**Run 1: supply network**

(4 px per µm) Pins as bars on the die edge. Tap cells in gray.
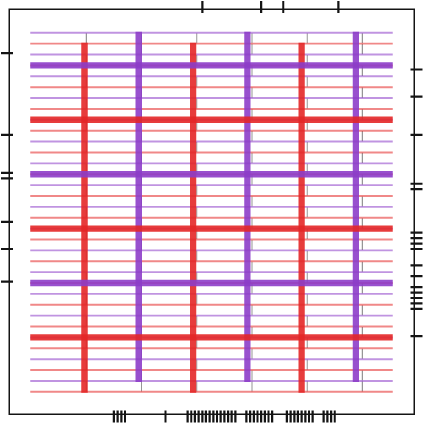
**Run 1: cell classes on the final placement**

(4 px per µm) Fill, decap, tap and diode cells in gray.
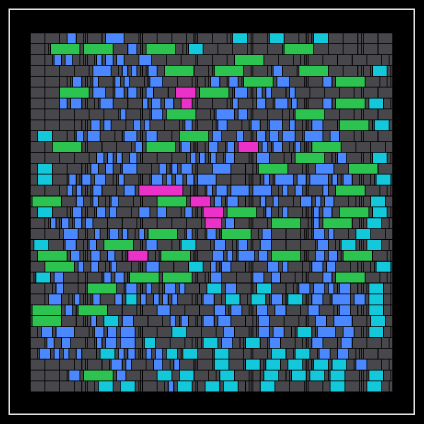
**Run 1: routed clock nets over the placement**

(4 px per µm)
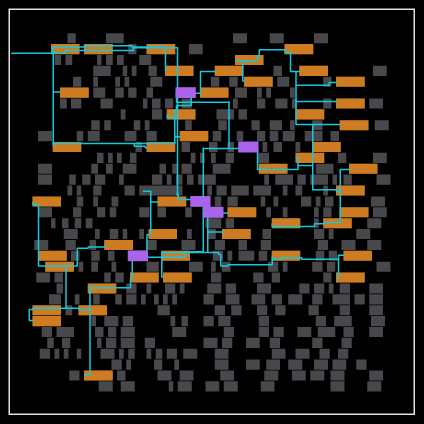
**Run 1: metal layers overlaid**

(4 px per µm)
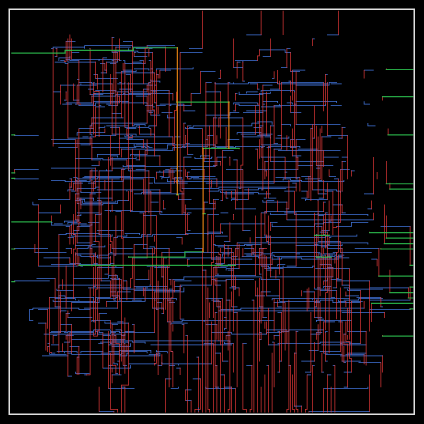
File: src/rtl/print_job_sched.sv
`default_nettype none
// ============================================================================
// Module   : print_job_sched
// Brief    : Round-robin scheduler sharing one page printer between NREQ
//            requesters; tracks printer status and reports done/timeout.
//            Optional macro PRN_SCHED_PRIO_EN gives requester 0 strict priority.
// Revision : 1.0 - initial release
// ============================================================================
module print_job_sched #(
  parameter int NREQ    = 4,
  parameter int PAGES_W = 8,
  parameter int TIMEOUT = 255
) (
  input  logic                      clk,
  input  logic                      rst_n,
  input  logic [NREQ-1:0]           req_valid,
  input  logic [NREQ*PAGES_W-1:0]   req_pages,
  output logic [NREQ-1:0]           req_ready,
  output logic                      prn_push,
  output logic [PAGES_W-1:0]        prn_pages,
  input  logic                      prn_warm,
  input  logic                      prn_loadpage,
  input  logic                      prn_printpage,
  output logic                      busy,
  output logic                      done_valid,
  output logic [$clog2(NREQ)-1:0]   done_id,
  output logic [PAGES_W-1:0]        done_pages,
  output logic                      done_err
);

  localparam int ID_W  = $clog2(NREQ);
  localparam int TMO_W = $clog2(TIMEOUT + 1);
  localparam logic [PAGES_W-1:0] PAGES_MAX = '1;
  localparam logic [TMO_W-1:0]   TMO_LAST  = TMO_W'(TIMEOUT - 1);
  localparam logic [ID_W-1:0]    ID_LAST   = ID_W'(NREQ - 1);

  typedef enum logic [2:0] {
    S_IDLE       = 3'd0,
    S_ARB        = 3'd1,
    S_PUSH       = 3'd2,
    S_WAIT_START = 3'd3,
    S_RUN        = 3'd4,
    S_DONE       = 3'd5,
    S_ERR        = 3'd6
  } state_e;

  state_e              state_q;
  logic [ID_W-1:0]     rr_q;
  logic [ID_W-1:0]     id_q;
  logic [PAGES_W-1:0]  pages_q;
  logic [PAGES_W-1:0]  pcnt_q;
  logic [TMO_W-1:0]    tmo_q;
  logic                pp_prev_q;
  logic                push_q;
  logic                busy_q;
  logic                done_valid_q;
  logic                done_err_q;
  logic [ID_W-1:0]     done_id_q;
  logic [PAGES_W-1:0]  done_pages_q;

  logic                grant_found;
  logic [ID_W-1:0]     grant_id;
  logic [PAGES_W-1:0]  grant_pages;
  logic [PAGES_W-1:0]  pcnt_d;
  logic [TMO_W-1:0]    tmo_d;
  logic [ID_W-1:0]     rr_d;
  logic                rr_upd_en;
  logic                pp_rise;
  logic                prn_active;

  always_comb begin : grant_search
    int idx;
    idx         = 0;
    grant_found = 1'b0;
    grant_id    = '0;
`ifdef PRN_SCHED_PRIO_EN
    // Requester 0 wins outright; the pointer rotates over 1..NREQ-1 only.
    if (req_valid[0]) begin
      grant_found = 1'b1;
    end else begin
      for (int k = 0; k < NREQ - 1; k++) begin
        idx = ((rr_q == '0) ? 0 : int'(rr_q) - 1) + k;
        if (idx >= NREQ - 1) idx = idx - (NREQ - 1);
        idx = idx + 1;
        if (!grant_found && req_valid[idx[ID_W-1:0]]) begin
          grant_found = 1'b1;
          grant_id    = idx[ID_W-1:0];
        end
      end
    end
`else
    for (int k = 0; k < NREQ; k++) begin
      idx = int'(rr_q) + k;
      if (idx >= NREQ) idx = idx - NREQ;
      if (!grant_found && req_valid[idx[ID_W-1:0]]) begin
        grant_found = 1'b1;
        grant_id    = idx[ID_W-1:0];
      end
    end
`endif
  end

  always_comb begin
    grant_pages = '0;
    for (int i = 0; i < NREQ; i++) begin
      if (grant_id == ID_W'(i)) grant_pages = req_pages[i*PAGES_W +: PAGES_W];
    end
  end

  always_comb begin
    pp_rise    = prn_printpage & ~pp_prev_q;
    prn_active = prn_warm | prn_loadpage | prn_printpage;
    pcnt_d     = (pcnt_q == PAGES_MAX) ? pcnt_q : pcnt_q + PAGES_W'(1);
    tmo_d      = tmo_q + TMO_W'(1);
    rr_d       = (id_q == ID_LAST) ? '0 : id_q + ID_W'(1);
`ifdef PRN_SCHED_PRIO_EN
    rr_upd_en  = (id_q != '0);
`else
    rr_upd_en  = 1'b1;
`endif
  end

  always_ff @(posedge clk) begin
    if (!rst_n) begin
      state_q      <= S_IDLE;
      rr_q         <= '0;
      id_q         <= '0;
      pages_q      <= '0;
      pcnt_q       <= '0;
      tmo_q        <= '0;
      pp_prev_q    <= 1'b0;
      push_q       <= 1'b0;
      busy_q       <= 1'b0;
      done_valid_q <= 1'b0;
      done_err_q   <= 1'b0;
      done_id_q    <= '0;
      done_pages_q <= '0;
    end else begin
      pp_prev_q    <= prn_printpage;
      push_q       <= 1'b0;
      done_valid_q <= 1'b0;
      done_err_q   <= 1'b0;
      done_id_q    <= '0;
      done_pages_q <= '0;
      case (state_q)
        S_IDLE: begin
          if (|req_valid) begin
            state_q <= S_ARB;
            busy_q  <= 1'b1;
          end
        end
        S_ARB: begin
          // All requesters may have withdrawn since IDLE; fall back quietly.
          if (grant_found) begin
            id_q    <= grant_id;
            pages_q <= grant_pages;
            pcnt_q  <= '0;
            tmo_q   <= '0;
            if (grant_pages == '0) begin
              state_q      <= S_DONE;
              done_valid_q <= 1'b1;
              done_id_q    <= grant_id;
            end else begin
              state_q <= S_PUSH;
              push_q  <= 1'b1;
            end
          end else begin
            state_q <= S_IDLE;
            busy_q  <= 1'b0;
          end
        end
        S_PUSH: begin
          state_q <= S_WAIT_START;
          tmo_q   <= '0;
        end
        S_WAIT_START: begin
          if (prn_warm | prn_loadpage) begin
            state_q <= S_RUN;
            tmo_q   <= '0;
          end else if (tmo_q == TMO_LAST) begin
            state_q      <= S_ERR;
            done_valid_q <= 1'b1;
            done_err_q   <= 1'b1;
            done_id_q    <= id_q;
            done_pages_q <= pcnt_q;
          end else begin
            tmo_q <= tmo_d;
          end
        end
        S_RUN: begin
          if (pp_rise) pcnt_q <= pcnt_d;
          if (prn_active) begin
            tmo_q <= '0;
          end else if (pcnt_q >= pages_q) begin
            state_q      <= S_DONE;
            done_valid_q <= 1'b1;
            done_id_q    <= id_q;
            done_pages_q <= pcnt_q;
          end else if (tmo_q == TMO_LAST) begin
            state_q      <= S_ERR;
            done_valid_q <= 1'b1;
            done_err_q   <= 1'b1;
            done_id_q    <= id_q;
            done_pages_q <= pcnt_q;
          end else begin
            tmo_q <= tmo_d;
          end
        end
        S_DONE, S_ERR: begin
          state_q <= S_IDLE;
          busy_q  <= 1'b0;
          if (rr_upd_en) rr_q <= rr_d;
        end
        default: begin
          state_q <= S_IDLE;
          busy_q  <= 1'b0;
        end
      endcase
    end
  end

  assign req_ready  = (state_q == S_ARB && grant_found) ? (NREQ'(1) << grant_id) : '0;
  assign prn_push   = push_q;
  assign prn_pages  = pages_q;
  assign busy       = busy_q;
  assign done_valid = done_valid_q;
  assign done_id    = done_id_q;
  assign done_pages = done_pages_q;
  assign done_err   = done_err_q;

endmodule
`default_nettype wire

File: config.mk
export PLATFORM = sky130hd
export DESIGN_NAME = print_job_sched
export DESIGN_NICKNAME = d
export VERILOG_FILES = /design/src/rtl/print_job_sched.sv
export SDC_FILE = /design/constraint.sdc
export NUM_CORES = 1
export LEC_CHECK = 0
export CELL_PAD_IN_SITES_DETAIL_PLACEMENT = 1
export CELL_PAD_IN_SITES_GLOBAL_PLACEMENT = 1
export CORE_MARGIN = 5
export CORE_UTILIZATION = 32
export CTS_CLUSTER_SIZE = 25
export DETAILED_ROUTE_END_ITERATION = 8
export PLACE_DENSITY_LB_ADDON = 0.1
export REMOVE_ABC_BUFFERS = 1
export SETUP_SLACK_MARGIN = 0.02
export SLEW_MARGIN = 30
export SYNTH_ARGS = -nofsm -noshare
export SYNTH_HDL_FRONTEND = slang
export SYNTH_SLANG_ARGS = --single-unit
File: constraint.sdc
create_clock -name clk -period 5.8 [get_ports clk]
set_input_delay 1.16 -clock clk [delete_from_list [all_inputs] [get_ports clk]]
set_output_delay 1.16 -clock clk [all_outputs]
set_load 0.01 [all_outputs]
==> commit_impl_results.txt, run 1 <==
Update PnR metrics after Yosys + OpenROAD run

* Vias per inst: approximately 5.2
* Status: completed
* Maximum level of the CTS H-tree: 2
- Share of the yosys chip area belonging to registers: between 30% and 40%
* Residual DRC count: 0
* Total clock sinks: approximately 46
* Count of endpoints failing hold in the final timing report: 0
- According to the dpl log, the detail-placed design has an HPWL of about 6200 µm.
- Launch point of the worst path: req_valid[2]
- Global-route wire length before repair: between 10000 and 15000 µm
- Minimum hold slack: 519.3 ps
- The final timing report lists clock skew as approximately 12 ps.
* Tapcells: about 110
- Dominant class by area: logic gates
* Final Max Tran Viols: 0
- Pin count of the biggest net entering global routing: 25
- Looking at the reg2reg group, the worst path starts from rr_q[1].
- Via count of the first global-routing pass: around 2600
* Total power per unit cell area: 266.1 mW/mm²
- Complex Gates by Area: ~28%
* Die Span X: about 100 µm
- between 60 and 70 I/O pins were placed.
- Mean Syn Cell Area: between 8 and 9 µm²
- Final cycle utilization of the critical path: 80.86%
* Vias post-DR: 2577
## Picture notes: 'supply network'
color	net
red	VSS
purple	VDD
rows	33
met5 straps	6
met4 straps	6

## Picture notes: 'cell classes on the final placement'
color	class	cells
magenta	clock drivers and dummy loads	8
blue	all other logic	264
green	flip-flops	46
cyan	other buffers and delay cells	69

## Picture notes: 'routed clock nets over the placement'
[orange] flip-flops | count: 46
[purple] cells driving clock nets | count: 5
[cyan] clock wires | length: 675 µm
routed clock nets	6

## Picture notes: 'metal layers overlaid'
color	layer	wire length
green	met3	246 µm
red	met2	3990 µm
orange	met4	74.1 µm
blue	met1	3460 µm

## run 1: worst max-delay path, stage by stage
cell	delay [ps]
sky130_fd_sc_hd__clkdlybuf4s50_1	550
sky130_fd_sc_hd__nor2b_1	160
sky130_fd_sc_hd__a221o_1	470
sky130_fd_sc_hd__and2_4	380
sky130_fd_sc_hd__nand2_1	150
sky130_fd_sc_hd__nor2_1	120
sky130_fd_sc_hd__clkdlybuf4s50_1	550
## run 1: synthesized netlist by cell type, types with 2 or more instances
library cell	n	area (µm²)
sky130_fd_sc_hd__a211oi_1	14	105.1
sky130_fd_sc_hd__a211oi_2	3	37.54
sky130_fd_sc_hd__a21boi_0	20	150.1
sky130_fd_sc_hd__a21o_1	6	45.04
sky130_fd_sc_hd__a21oi_1	15	75.07
sky130_fd_sc_hd__a311oi_1	3	26.28
sky130_fd_sc_hd__a31oi_1	4	25.02
sky130_fd_sc_hd__and2_1	19	118.9
sky130_fd_sc_hd__and3_1	3	18.77
sky130_fd_sc_hd__buf_6	2	22.52
sky130_fd_sc_hd__clkbuf_1	12	45.04
sky130_fd_sc_hd__dfxtp_1	46	920.9
sky130_fd_sc_hd__ha_1	12	150.1
sky130_fd_sc_hd__inv_1	16	60.06
sky130_fd_sc_hd__nand2_1	32	120.1
sky130_fd_sc_hd__nand2b_1	2	12.51
sky130_fd_sc_hd__nand3_1	8	40.04
sky130_fd_sc_hd__nand4_1	7	43.79
sky130_fd_sc_hd__nor2_1	22	82.58
sky130_fd_sc_hd__nor2b_1	7	43.79
sky130_fd_sc_hd__nor3_1	7	35.03
sky130_fd_sc_hd__nor4_1	5	31.28
sky130_fd_sc_hd__o21a_1	3	22.52
sky130_fd_sc_hd__o21ai_0	10	50.05
sky130_fd_sc_hd__o21ai_1	2	10.01
sky130_fd_sc_hd__o21bai_1	2	15.01
sky130_fd_sc_hd__o22ai_1	6	37.54
sky130_fd_sc_hd__o31ai_1	9	67.56
sky130_fd_sc_hd__o32ai_1	2	17.52
sky130_fd_sc_hd__or3_1	4	25.02
sky130_fd_sc_hd__xor2_1	7	61.31
## run 1: report_power, final
part | internal, mW | switching, mW
Clock | 0.131 | 0.125
Combinational | 0.134 | 0.167
Sequential | 0.343 | 0.0324
## run 1: worst min path at each step
stage / start / to / slack, ps / cells past startpoint
finish: id_q[0] / done_id[0] / 520 / 2
global route: tmo_q[4] / tmo_q[4] / 550 / 2
CTS: id_q[0] / done_id[0] / 520 / 2
detailed placement: tmo_q[4] / tmo_q[4] / 500 / 2
global placement: id_q[0] / done_id[0] / 500 / 2
floorplan: id_q[1] / done_id[1] / 450 / 2
## run 1: metrics by stage
step                      setup slack, ps  utilization [%]  cells  cell area (µm²)  power [mW]
after floorplan                      2212                -    310             2572      0.5534
after global placement               1155            41.64    484             3387      0.6807
after detailed placement             1072            41.64    484             3387      0.6888
after CTS                            1069            43.09    492             3505      0.9463
after global routing                867.5            43.09    492             3505      0.9940
final                                1110            43.09    492             3505      0.9327
## run 1: metal layers
layer  up-vias  wire length [µm]  global-route usage, %
li1       1307                 -                      -
met1      1229              3460                  18.58
met2        34              3991                  28.56
met3         7               246                  2.353
met4         0                74                  3.681
met5         -                 0                      0
**Run 1: track usage over the die**

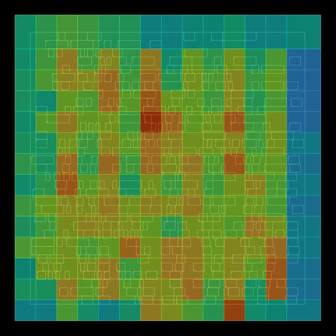

--- run 2 (diff from run 1) ---
==> constraint.sdc (replaced) <==
create_clock -name clk -period 4.6 [get_ports clk]
set_input_delay 0.92 -clock clk [delete_from_list [all_inputs] [get_ports clk]]
set_output_delay 0.92 -clock clk [all_outputs]
set_load 0.01 [all_outputs]
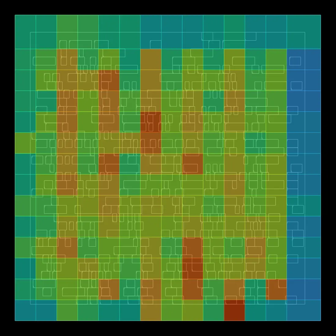
**Above:** run 2 (track usage over the die).
final cell utilization of the core: 43.18%
layer carrying the most global-route usage: met2

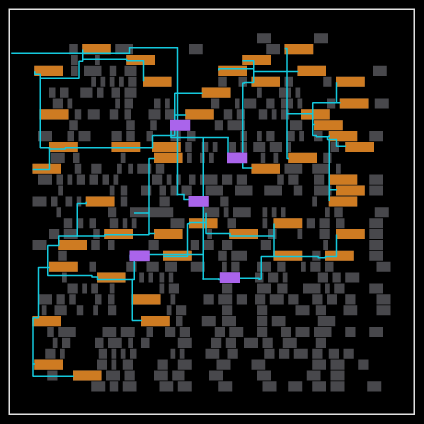
**Above:** run 2 (routed clock nets over the placement).
(4 px per µm)
[cyan] clock wires | length: 679 µm
[orange] flip-flops | count: 46
[purple] cells driving clock nets | count: 5
routed clock nets	6

==> run 2 against run 1 <==
Net effect: global-route usage is 0.11 points higher; via count is 0.31% lower; total power is 26% higher; synthesized area stayed put; critical endpoint unchanged; largest power group unchanged.
==> commit_impl_results.txt, run 2 <==
Update PnR metrics after Yosys + OpenROAD run

- Status: completed
* Detailed placer's ending HPWL: 6067 µm (-2.8%)
- Launch point of the worst path: req_valid[0]
* Residual DRC count: 0 (unchanged)
- Vias post-DR: 2569 (-0.31%)
- Worst setup skew after layout: 10.05 ps (-1.788 ps)
- Final Max Tran Viols: 0 (unchanged)
* Mean Syn Cell Area: 8.135 µm² (unchanged)
* Via count of the first global-routing pass: 2575 (-2.5%)
* Die Span X: 100.9 µm (unchanged)
* Total clock sinks: 46 (unchanged)
- The power per cell area came to 334.8 mW/mm² (+26%).
- The fraction of post-synthesis cell area in the top cell type by area was 34.83% (unchanged).
- Share of the yosys chip area belonging to registers: 34.83% (unchanged)
* Worst hold path startpoint: id_q[1]
- The number of H-tree levels was 2 (unchanged).
* Largest area contributor in the netlist: sky130_fd_sc_hd__dfxtp_1
- Log Warnings: 26
- By instance count, the leading cell after synthesis is sky130_fd_sc_hd__dfxtp_1.
* Terminating pin of the worst hold path: done_id[1]
- The ratio of routed vias to standard cells came to 5.211 (-0.51%).
* Origin of the critical flop-to-flop path: rr_q[1]
- The final total power is 1.176 mW (+26%).
* Pin count of the biggest net entering global routing: 25 (unchanged)
- Global-route wire length before repair: 12680 µm (+0.33%)
* Count of endpoints failing hold in the final timing report: 0 (unchanged)
* Most used logic cell in the final layout: sky130_fd_sc_hd__clkdlybuf4s50_1
- Final cycle utilization of the critical path: 85.48%
* Data required time at the worst endpoint: approximately 3700 ps
* Hold depth: 2 (unchanged)
* I/O pin count: 67 (unchanged)
run 2: netlist changes by cell type in the layout (fill, tap and decap cells not counted), sizes merged:
cell and change:
buf +1
run 2: per-stage QoR:
step           util, %  hold slack [ps]  instance area, µm²  cells  setup WS (ps)
2_1_floorplan        -            449.9                2572    310           1492
3_3_place_gp     41.73            487.8                3395    485          707.4
3_5_place_dp     41.73            498.6                3395    485          637.9
4_1_cts          43.18            519.0                3512    493          638.0
5_1_grt          43.18            556.5                3512    493          462.1
6_report         43.18            516.6                3512    493          667.9
run 2: final cells by class:
type / count / area [µm²] / area share (%)
sequential: 46 / 920.9 / 26.22
inverter: 16 / 60.06 / 1.710
clock inverter: 3 / 48.80 / 1.389
timing repair buffer: 70 / 690.7 / 19.67
tap: 105 / 131.4 / 3.741
clock buffer: 5 / 68.82 / 1.959
multi-input combinational: 248 / 1592 / 45.32
run 2: kinds of logic after synthesis:
kind of cell,count (synthesis),synth area share (%)
buf+inv,31,4.969
xor+xnor,7,2.319
mux,1,0.3786
compound gates,104,27.59
flops,46,34.83
simple gates,124,24.23
fa+ha+maj,12,5.679
run 2: how the worst max path moves through the flow:
stage	to	slack (ps)	depth (start not counted)
after detailed placement	req_ready[3]	640	8
after global placement	req_ready[2]	710	8
after floorplan	req_ready[2]	1490	5
after CTS	req_ready[3]	640	8
after global routing	req_ready[2]	460	8
final	req_ready[3]	670	8
run 2: power breakdown:
part	total, mW	switching [mW]	internal [mW]
clock	0.320	0.154	0.166
sequential	0.474	0.0416	0.432
combinational	0.383	0.213	0.170
total	1.18	0.408	0.768
run 2: per-layer routing:
| layer | part of all wire, % | GRT usage (%) | routed length (µm) | up-vias |
|---|---|---|---|---|
| met4 | 0.93 | 3.681 | 72 | 0 |
| met1 | 46 | 20.00 | 3506 | 1224 |
| met2 | 50 | 27.09 | 3865 | 35 |
| met3 | 3.3 | 2.561 | 257 | 6 |
| met5 | 0 | 0 | 0 | - |
| li1 | - | - | - | 1304 |
run 2: worst max-delay path, stage by stage:
cell and delay, ps:
sky130_fd_sc_hd__clkdlybuf4s50_1 460, sky130_fd_sc_hd__nor2b_1 160, sky130_fd_sc_hd__o21bai_1 120, sky130_fd_sc_hd__buf_4 220, sky130_fd_sc_hd__and2_4 310, sky130_fd_sc_hd__nand2_1 150
sky130_fd_sc_hd__nor2_1 120, sky130_fd_sc_hd__clkdlybuf4s50_1 540
No activity file was given, so power comes from the tool's default toggle rates.
